==> run_1/port_trees.png <==
(2 px per um)
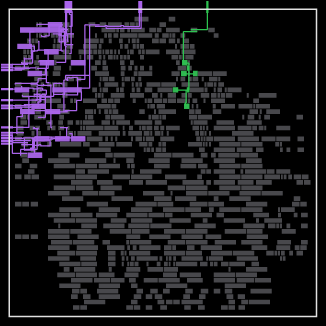
==> run_1/m4.png <==
(2 px per um) Supply wires on this layer in gray.
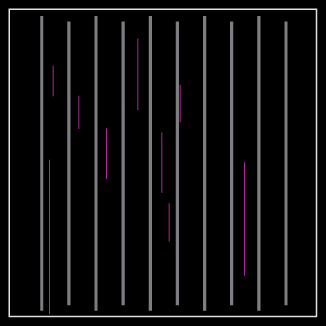
==> run_1/util_map.png <==
(2 px per um) 15 x 15 tiles, from dark blue (low) to red (high), 0 to 100% covered.
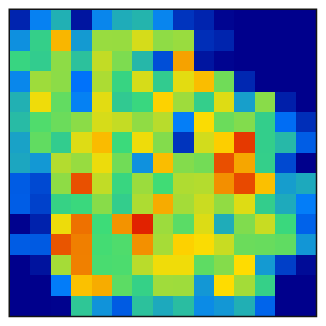
$ cat src/rtl/pixel_src_sched.sv
// Frame-synchronous pixel source scheduler. It issues paced reads to either the
// color-bar generator or the SRAM controller and buffers the returned pixels for VGA pulls.
module pixel_src_sched #(
  parameter int          DEPTH        = 8,
  parameter int          MAX_OUTST    = 4,
  parameter int          ADDR_W       = 19,
  parameter int          FRAME_PIXELS = 480000,
  parameter logic [15:0] BLANK        = 16'h0000
) (
  input  logic              CLK_40M,
  input  logic              SYS_RST,
  input  logic [1:0]        REG_SELECT,
  input  logic              VGA_FRAME_START,
  input  logic              VGA_REQ,
  output logic              PIX_DVLD,
  output logic [15:0]       PIX_DATA,
  output logic              CLRB_REQ,
  input  logic              CLRB_DVLD,
  input  logic [15:0]       CLRB_DATA,
  output logic              SRAM_RD_REQ,
  output logic [ADDR_W-1:0] SRAM_RD_ADDR,
  input  logic              SRAM_CTRL_DVLD,
  input  logic [15:0]       SRAM_CTRL_DATA,
  output logic              UNDERFLOW
);

  localparam int PTR_W = $clog2(DEPTH);
  localparam int CNT_W = PTR_W + 1;
  localparam int ISS_W = $clog2(FRAME_PIXELS + 1);

  localparam logic [CNT_W:0]   DEPTH_W = (CNT_W + 1)'(DEPTH);
  localparam logic [CNT_W-1:0] DEPTH_C = CNT_W'(DEPTH);
  localparam logic [CNT_W-1:0] MAXO_C  = CNT_W'(MAX_OUTST);
  localparam logic [ISS_W-1:0] FRAME_C = ISS_W'(FRAME_PIXELS);

  typedef enum logic [1:0] {
    S_IDLE,
    S_PREFETCH,
    S_RUN,
    S_FLUSH
  } state_t;

  state_t             state_q, state_d;
  logic               sel_clrb_q, sel_clrb_d;
  logic [ADDR_W-1:0]  addr_q, addr_d;
  logic [ISS_W-1:0]   issued_q, issued_d;
  logic [CNT_W-1:0]   outst_q, outst_d;
  logic [CNT_W-1:0]   count_q, count_d;
  logic [PTR_W-1:0]   wr_ptr_q, wr_ptr_d;
  logic [PTR_W-1:0]   rd_ptr_q, rd_ptr_d;
  logic               pix_dvld_q, pix_dvld_d;
  logic [15:0]        pix_data_q, pix_data_d;
  logic               underflow_q, underflow_d;

  logic [15:0]        mem [DEPTH];

  logic               active;
  logic               req;
  logic               ret_dvld;
  logic [15:0]        ret_data;
  logic               ret_ok;
  logic               pop;
  logic               push;
  logic               start_frame;

  // Only the latched source is listened to; the other source's returns are ignored.
  assign ret_dvld = sel_clrb_q ? CLRB_DVLD : SRAM_CTRL_DVLD;
  assign ret_data = sel_clrb_q ? CLRB_DATA : SRAM_CTRL_DATA;
  assign ret_ok   = ret_dvld && (outst_q != '0);
  assign active   = (state_q == S_PREFETCH) || (state_q == S_RUN);

  // A frame start suppresses the request so the flush only waits on earlier ones.
  assign req = active && !VGA_FRAME_START
            && (({1'b0, count_q} + {1'b0, outst_q}) < DEPTH_W)
            && (outst_q < MAXO_C)
            && (issued_q < FRAME_C);

  assign pop  = (state_q == S_RUN) && !VGA_FRAME_START && VGA_REQ && (count_q != '0);
  assign push = ret_ok && active && ((count_q != DEPTH_C) || pop);

  always_comb begin
    state_d     = state_q;
    sel_clrb_d  = sel_clrb_q;
    addr_d      = addr_q;
    issued_d    = issued_q;
    outst_d     = outst_q;
    count_d     = count_q;
    wr_ptr_d    = wr_ptr_q;
    rd_ptr_d    = rd_ptr_q;
    pix_dvld_d  = VGA_REQ;
    pix_data_d  = pix_data_q;
    underflow_d = underflow_q;
    start_frame = 1'b0;

    if (req) begin
      issued_d = issued_q + 1'b1;
      if (!sel_clrb_q) begin
        addr_d = addr_q + 1'b1;
      end
    end

    case ({req, ret_ok})
      2'b10:   outst_d = outst_q + 1'b1;
      2'b01:   outst_d = outst_q - 1'b1;
      default: outst_d = outst_q;
    endcase

    if (push) begin
      wr_ptr_d = wr_ptr_q + 1'b1;
    end
    if (pop) begin
      rd_ptr_d = rd_ptr_q + 1'b1;
    end
    if (push && !pop) begin
      count_d = count_q + 1'b1;
    end else if (pop && !push) begin
      count_d = count_q - 1'b1;
    end

    if (VGA_REQ) begin
      if (pop) begin
        pix_data_d = mem[rd_ptr_q];
      end else begin
        pix_data_d = BLANK;
        if ((state_q == S_RUN) && !VGA_FRAME_START) begin
          underflow_d = 1'b1;
        end
      end
    end

    case (state_q)
      S_IDLE: begin
        if (VGA_FRAME_START) begin
          state_d     = S_PREFETCH;
          start_frame = 1'b1;
        end
      end
      S_PREFETCH: begin
        if (VGA_FRAME_START) begin
          state_d = S_FLUSH;
        end else if ((count_q == DEPTH_C) || ((issued_q == FRAME_C) && (outst_q == '0))) begin
          state_d = S_RUN;
        end
      end
      S_RUN: begin
        if (VGA_FRAME_START) begin
          state_d = S_FLUSH;
        end
      end
      S_FLUSH: begin
        count_d  = '0;
        wr_ptr_d = '0;
        rd_ptr_d = '0;
        if ((outst_q == '0) && !VGA_FRAME_START) begin
          state_d     = S_PREFETCH;
          start_frame = 1'b1;
        end
      end
      default: state_d = S_IDLE;
    endcase

    // The source choice is sampled only here, so a frame never mixes sources.
    if (start_frame) begin
      addr_d     = '0;
      issued_d   = '0;
      sel_clrb_d = (REG_SELECT == 2'b10);
    end
  end

  always_ff @(posedge CLK_40M) begin
    if (SYS_RST) begin
      state_q     <= S_IDLE;
      sel_clrb_q  <= 1'b0;
      addr_q      <= '0;
      issued_q    <= '0;
      outst_q     <= '0;
      count_q     <= '0;
      wr_ptr_q    <= '0;
      rd_ptr_q    <= '0;
      pix_dvld_q  <= 1'b0;
      pix_data_q  <= BLANK;
      underflow_q <= 1'b0;
    end else begin
      state_q     <= state_d;
      sel_clrb_q  <= sel_clrb_d;
      addr_q      <= addr_d;
      issued_q    <= issued_d;
      outst_q     <= outst_d;
      count_q     <= count_d;
      wr_ptr_q    <= wr_ptr_d;
      rd_ptr_q    <= rd_ptr_d;
      pix_dvld_q  <= pix_dvld_d;
      pix_data_q  <= pix_data_d;
      underflow_q <= underflow_d;
    end
  end

  always_ff @(posedge CLK_40M) begin
    if (push) begin
      mem[wr_ptr_q] <= ret_data;
    end
  end

  assign SRAM_RD_REQ  = req && !sel_clrb_q;
  assign CLRB_REQ     = req && sel_clrb_q;
  assign SRAM_RD_ADDR = addr_q;
  assign PIX_DVLD     = pix_dvld_q;
  assign PIX_DATA     = pix_data_q;
  assign UNDERFLOW    = underflow_q;

endmodule

$ cat config.mk
export PLATFORM = sky130hd
export DESIGN_NAME = pixel_src_sched
export DESIGN_NICKNAME = d
export VERILOG_FILES = /design/src/rtl/pixel_src_sched.sv
export SDC_FILE = /design/constraint.sdc
export NUM_CORES = 1
export LEC_CHECK = 0
export CAP_MARGIN = 20
export CORE_MARGIN = 2
export CORE_UTILIZATION = 40
export CTS_CLUSTER_DIAMETER = 60
export DETAILED_ROUTE_END_ITERATION = 6
export SETUP_SLACK_MARGIN = 0.05
export SYNTH_ARGS = -nofsm -noshare
export SYNTH_HDL_FRONTEND = slang
export SYNTH_SLANG_ARGS = --single-unit
$ cat constraint.sdc
create_clock -name CLK_40M -period 6.8 [get_ports CLK_40M]
set_input_delay 0.68 -clock CLK_40M [delete_from_list [all_inputs] [get_ports CLK_40M]]
set_output_delay 0.68 -clock CLK_40M [all_outputs]
set_load 0.01 [all_outputs]
==> flow_summary.toml, run 1 <==
# generated from flow reports
[sta]
rsz0062_at_grt = "no"
fmax_ghz = 0.2624
slew_viol_final = 0
max-slew-margin-rel_pct = 35.31
worstMarginPinSlew_ns = 0.9691

[drt]
wl_per_cell_um = 18.89
drtPass1Iterations = 5
drc = 0

[cells_and_area]
signal_buffers = 94
nNetsFinal = 803
dominant_cells = "sequential cells"
clockBufferCount = 30

[clock_network]
post-cts-setup-buffers = 0
cts_buffers = 23

[run_status]
outcome = "finished clean"

[job]
tool_warnings = 30
maxCapViolCount = 0

[worst_setup_path]
cp-end-kind = "output port"
r2r-end = "outst_q[2]"
arrival_ns = 3.13
critPathBufInv = 2
start_kind = "flop"
path_class = "reg -> out"
r2r-start = "state_q[0]"

[yosys]
ys_sh_mux_pct = 13.12
yosys_warnings = 0
edf_count = 128
yosysUniqueCellTypes = 61
yosys.area.top_type = "edfxtp_1"
ff_type = "edfxtp_1"
top_cells_by_area = "edfxtp_1 43%, dfxtp_1 17%, mux4_2 8.1%"
synth_flops = 204
yosys.stat.seqShare_pct = 60.56

[grt]
grt_max_degree = 39
track_usage_pct = 16.65
grtUsageMet2_pct = 29.79

[die]
die_h_um = 152.8

[power]
p_sw_share_pct = 27.35
p_comb_mw = 0.566
p_int_mw = 2.287

[place]
gp_congestion = 0.7981
## Picture notes: port_trees.png
| port | color | bits | direction | end cells | buffers | wire |
|---|---|---|---|---|---|---|
| SRAM_RD_ADDR | purple | 19 | output | 19 | 19 | 970 um |
| VGA_FRAME_START | green | 1 | input | 7 | 1 | 76.5 um |
port bufs: 78
I/O Pins: 79

## Picture notes: m4.png
nets with wire on the layer: 4
share of all routed wire: 1.5%
main direction: vertical
longest straight run: 76.8 um
Routed Wire Length: 19680 um
Via Count: 5665

## Picture notes: util_map.png
emptiest ninth of the die: north-east
fullest tile: 96%
tiles over 75% full: 12%
mean over tiles: 44%
nearly empty tiles: 13%

## run 1: sequential cells by signal (all words and copies together) (netlist names), named ones only
signal,count
PIX_DATA,16
PIX_DVLD,1
SRAM_RD_ADDR,19
UNDERFLOW,1
count_q,4
issued_q,19
mem,128
outst_q,4
rd_ptr_q,3
sel_clrb_q,1
state_q,2
wr_ptr_q,3
## run 1: per-stage QoR
stage / util [%] / instance area [sq um] / instances / worst slack (ns) / hold WS (ns)
after floorplan: - / 8860 / 660 / 3.586 / 0.4286
after global placement: 45.83 / 9971 / 1000 / 2.947 / 0.4440
after detailed placement: 45.83 / 9971 / 1000 / 2.894 / 0.4890
after CTS: 49.01 / 10660 / 1042 / 2.957 / 0.5028
after global routing: 49.01 / 10660 / 1042 / 2.803 / 0.5314
final: 49.01 / 10660 / 1042 / 2.989 / 0.5023
==> run 2: changes to the inputs <==
==> constraint.sdc (replaced) <==
create_clock -name CLK_40M -period 3.85 [get_ports CLK_40M]
set_input_delay 0.385 -clock CLK_40M [delete_from_list [all_inputs] [get_ports CLK_40M]]
set_output_delay 0.385 -clock CLK_40M [all_outputs]
set_load 0.01 [all_outputs]
==> run_2/congestion_map.png <==
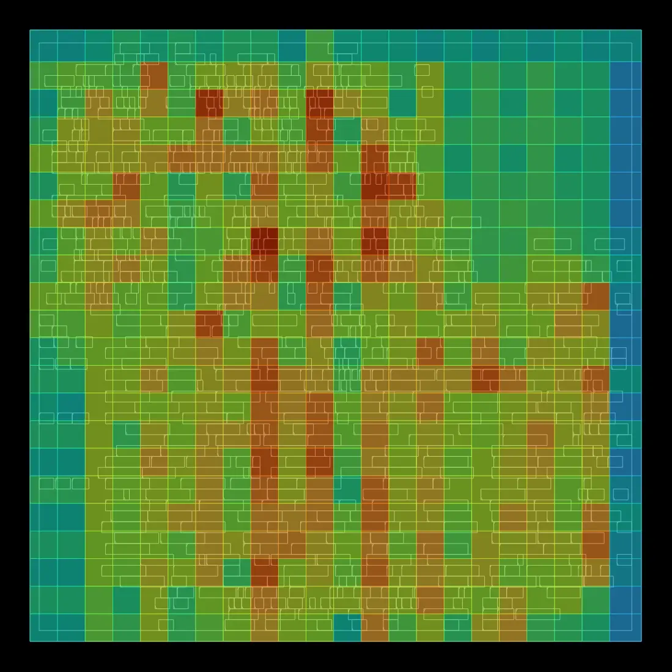
met2 usage: 28.27%
grt peak-use layer: met2
global-route met3 utilization: 2.637%

==> flow_summary.toml, run 2 <==
# generated from flow reports
[worst_setup_path]
cp-end-kind = "output port"
path_class = "reg -> out"
critPathBufInv = 2
arrival_ns = 3.09

[sta]
rsz0062_at_grt = "no"
fin_hold_ws_ns = 0.4885
fmax_ghz = 0.2877
fin_ws_ns = 0.3743
slew_viol_final = 0
worstMarginPinSlew_ns = 1.040

[cells_and_area]
largest_register_ffs = 128
utilization_pct = 49.55
finalNonFillerCells = 1052
nNetsFinal = 813
top_register = "mem"

[die]
io_pins = 79

[drt]
routed.top_layer = "met4"
vias = 5628
drtPass1Iterations = 4
wirelength_um = 18880
drc = 0

[yosys]
ys_sh_mux_pct = 13.12
yosysUniqueCellTypes = 61
top_cells_by_area = "edfxtp_1 43%, dfxtp_1 17%, mux4_2 8.1%"
ys_sh_simple_pct = 11.55
yosys.area.top_type = "edfxtp_1"
ff_type = "edfxtp_1"
yosys.stat.seqShare_pct = 60.56
synth_flops = 204
yosys_warnings = 0
edf_count = 128

[place]
gp_congestion = 0.7933
dp_cells = 1010

[run_status]
outcome = "finished clean"

[power]
p_int_mw = 4.140
p_comb_mw = 0.993
power_density_nw_per_um2 = 522.2

[job]
tool_warnings = 30
maxCapViolCount = 0

[grt]
track_usage_pct = 16.05
first_global_vias = 5571

[clock_network]
cts_buffers = 23
run 2: final timing paths:
path / slack [ns] / start / to / depth (start not counted)
max reg2reg: 0.60 / state_q[0] / outst_q[2] / 12
min reg2reg: 0.49 / issued_q[18] / issued_q[18] / 2
min: 0.49 / issued_q[18] / issued_q[18] / 2
max: 0.37 / state_q[0] / SRAM_RD_REQ / 6
run 2: final cells by class:
class                   count  area, sq um  area share, %
well taps                 280        350.3          3.250
flip-flops and latches    204         5368          49.80
repair buffers            104        975.9          9.054
clock buffers              35        681.9          6.326
clock inverters             7        50.05         0.4643
multi-input cells         403         3282          30.45
inverters                  19        71.32         0.6616
run 2: tightest hold or removal path: cells and delay by family (launching register included):
kind	cells	cell delay [ns]
flops	1	0.33
simple gates	1	0.07
compound gates	1	0.05
==> run 3: changes to the inputs <==
--- a/config.mk
+++ b/config.mk
@@ -10,6 +10,7 @@
 export CORE_UTILIZATION = 40
 export CTS_CLUSTER_DIAMETER = 60
 export DETAILED_ROUTE_END_ITERATION = 6
+export DONT_BUFFER_PORTS = 1
 export SETUP_SLACK_MARGIN = 0.05
 export SYNTH_ARGS = -nofsm -noshare
 export SYNTH_HDL_FRONTEND = slang
==> run_3/m4.png <==
(2 px per um) Supply wires on this layer in gray.
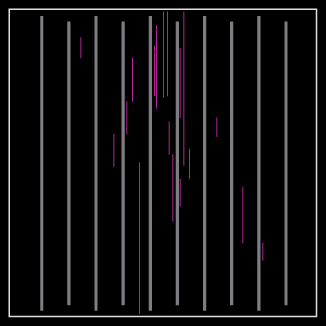
share of all routed wire: 2.8%
nets with wire on the layer: 10
longest straight run: 76.8 um
wire length on this layer: 527 um
main direction: vertical
Via Count: 5444
Routed Wire Length: 19000 um

==> flow_summary.toml, run 3 <==
# generated from flow reports
[cells_and_area]
fin_area_sq_um = 10000
nNetsFinal = 727
top_register = "mem"
utilization_pct = 45.96
finalNonFillerCells = 968

[yosys]
yosys_warnings = 0
yosysUniqueCellTypes = 61
ff_type = "edfxtp_1"
top_cells_by_area = "edfxtp_1 43%, dfxtp_1 17%, mux4_2 8.1%"
yosys.area.top_type = "edfxtp_1"
yosys.stat.seqShare_pct = 60.56

[worst_setup_path]
r2r-start = "state_q[0]"
cp-end-kind = "flop"
critPathBufInv = 2
r2r-end = "outst_q[2]"
cp-startpoint = "state_q[0]"
r2r_cells = 12
path_class = "reg -> reg"
arrival_ns = 3.61
cp_num_cells = 12
cp-endpoint = "outst_q[2]"
reg2reg_slack_ns = 0.70

[job]
tool_warnings = 30

[place]
dp_cells = 920
port_buffers = 0
post_dp_cell_area_sq_um = 9176
place_ws_ns = 0.7165

[worst_hold_path]
holdPathEnd = "state_q[1]"

[power]
p_sw_share_pct = 26.85
p_int_mw = 4.140

[grt]
track_usage_pct = 16.04
first_global_vias = 5519

[drt]
wl_per_cell_um = 19.63
drtPass1Iterations = 6

[sta]
fin_hold_ws_ns = 0.05196
worstMarginPinSlew_ns = 0.9977
rsz0062_at_grt = "no"
slew_viol_final = 0

[run_status]
outcome = "finished clean"

[die]
die_h_um = 152.8

[clock_network]
post-cts-setup-buffers = 0
[run 3: cell counts after synthesis]
Identical to the previous run, type by type.
[run 3: per-layer routing]
| metal | global-route usage (%) | vias to the layer above | routed length (um) |
|---|---|---|---|
| met5 | 0 | - | 0 |
| met4 | 5.688 | 0 | 527 |
| met1 | 20.77 | 2745 | 8303 |
| li1 | - | 2536 | - |
| met2 | 27.14 | 122 | 9326 |
| met3 | 2.949 | 41 | 844 |
[run 3: final cells by class]
cell class | count | area, sq um
antenna | 1 | 2.502
clock buffer | 30 | 623.1
inverter | 19 | 71.32
fill | 1910 | 11760
sequential | 204 | 5368
clock inverter | 14 | 152.6
multi-input combinational | 403 | 3282
tap | 280 | 350.3
timing repair buffer | 17 | 150.1
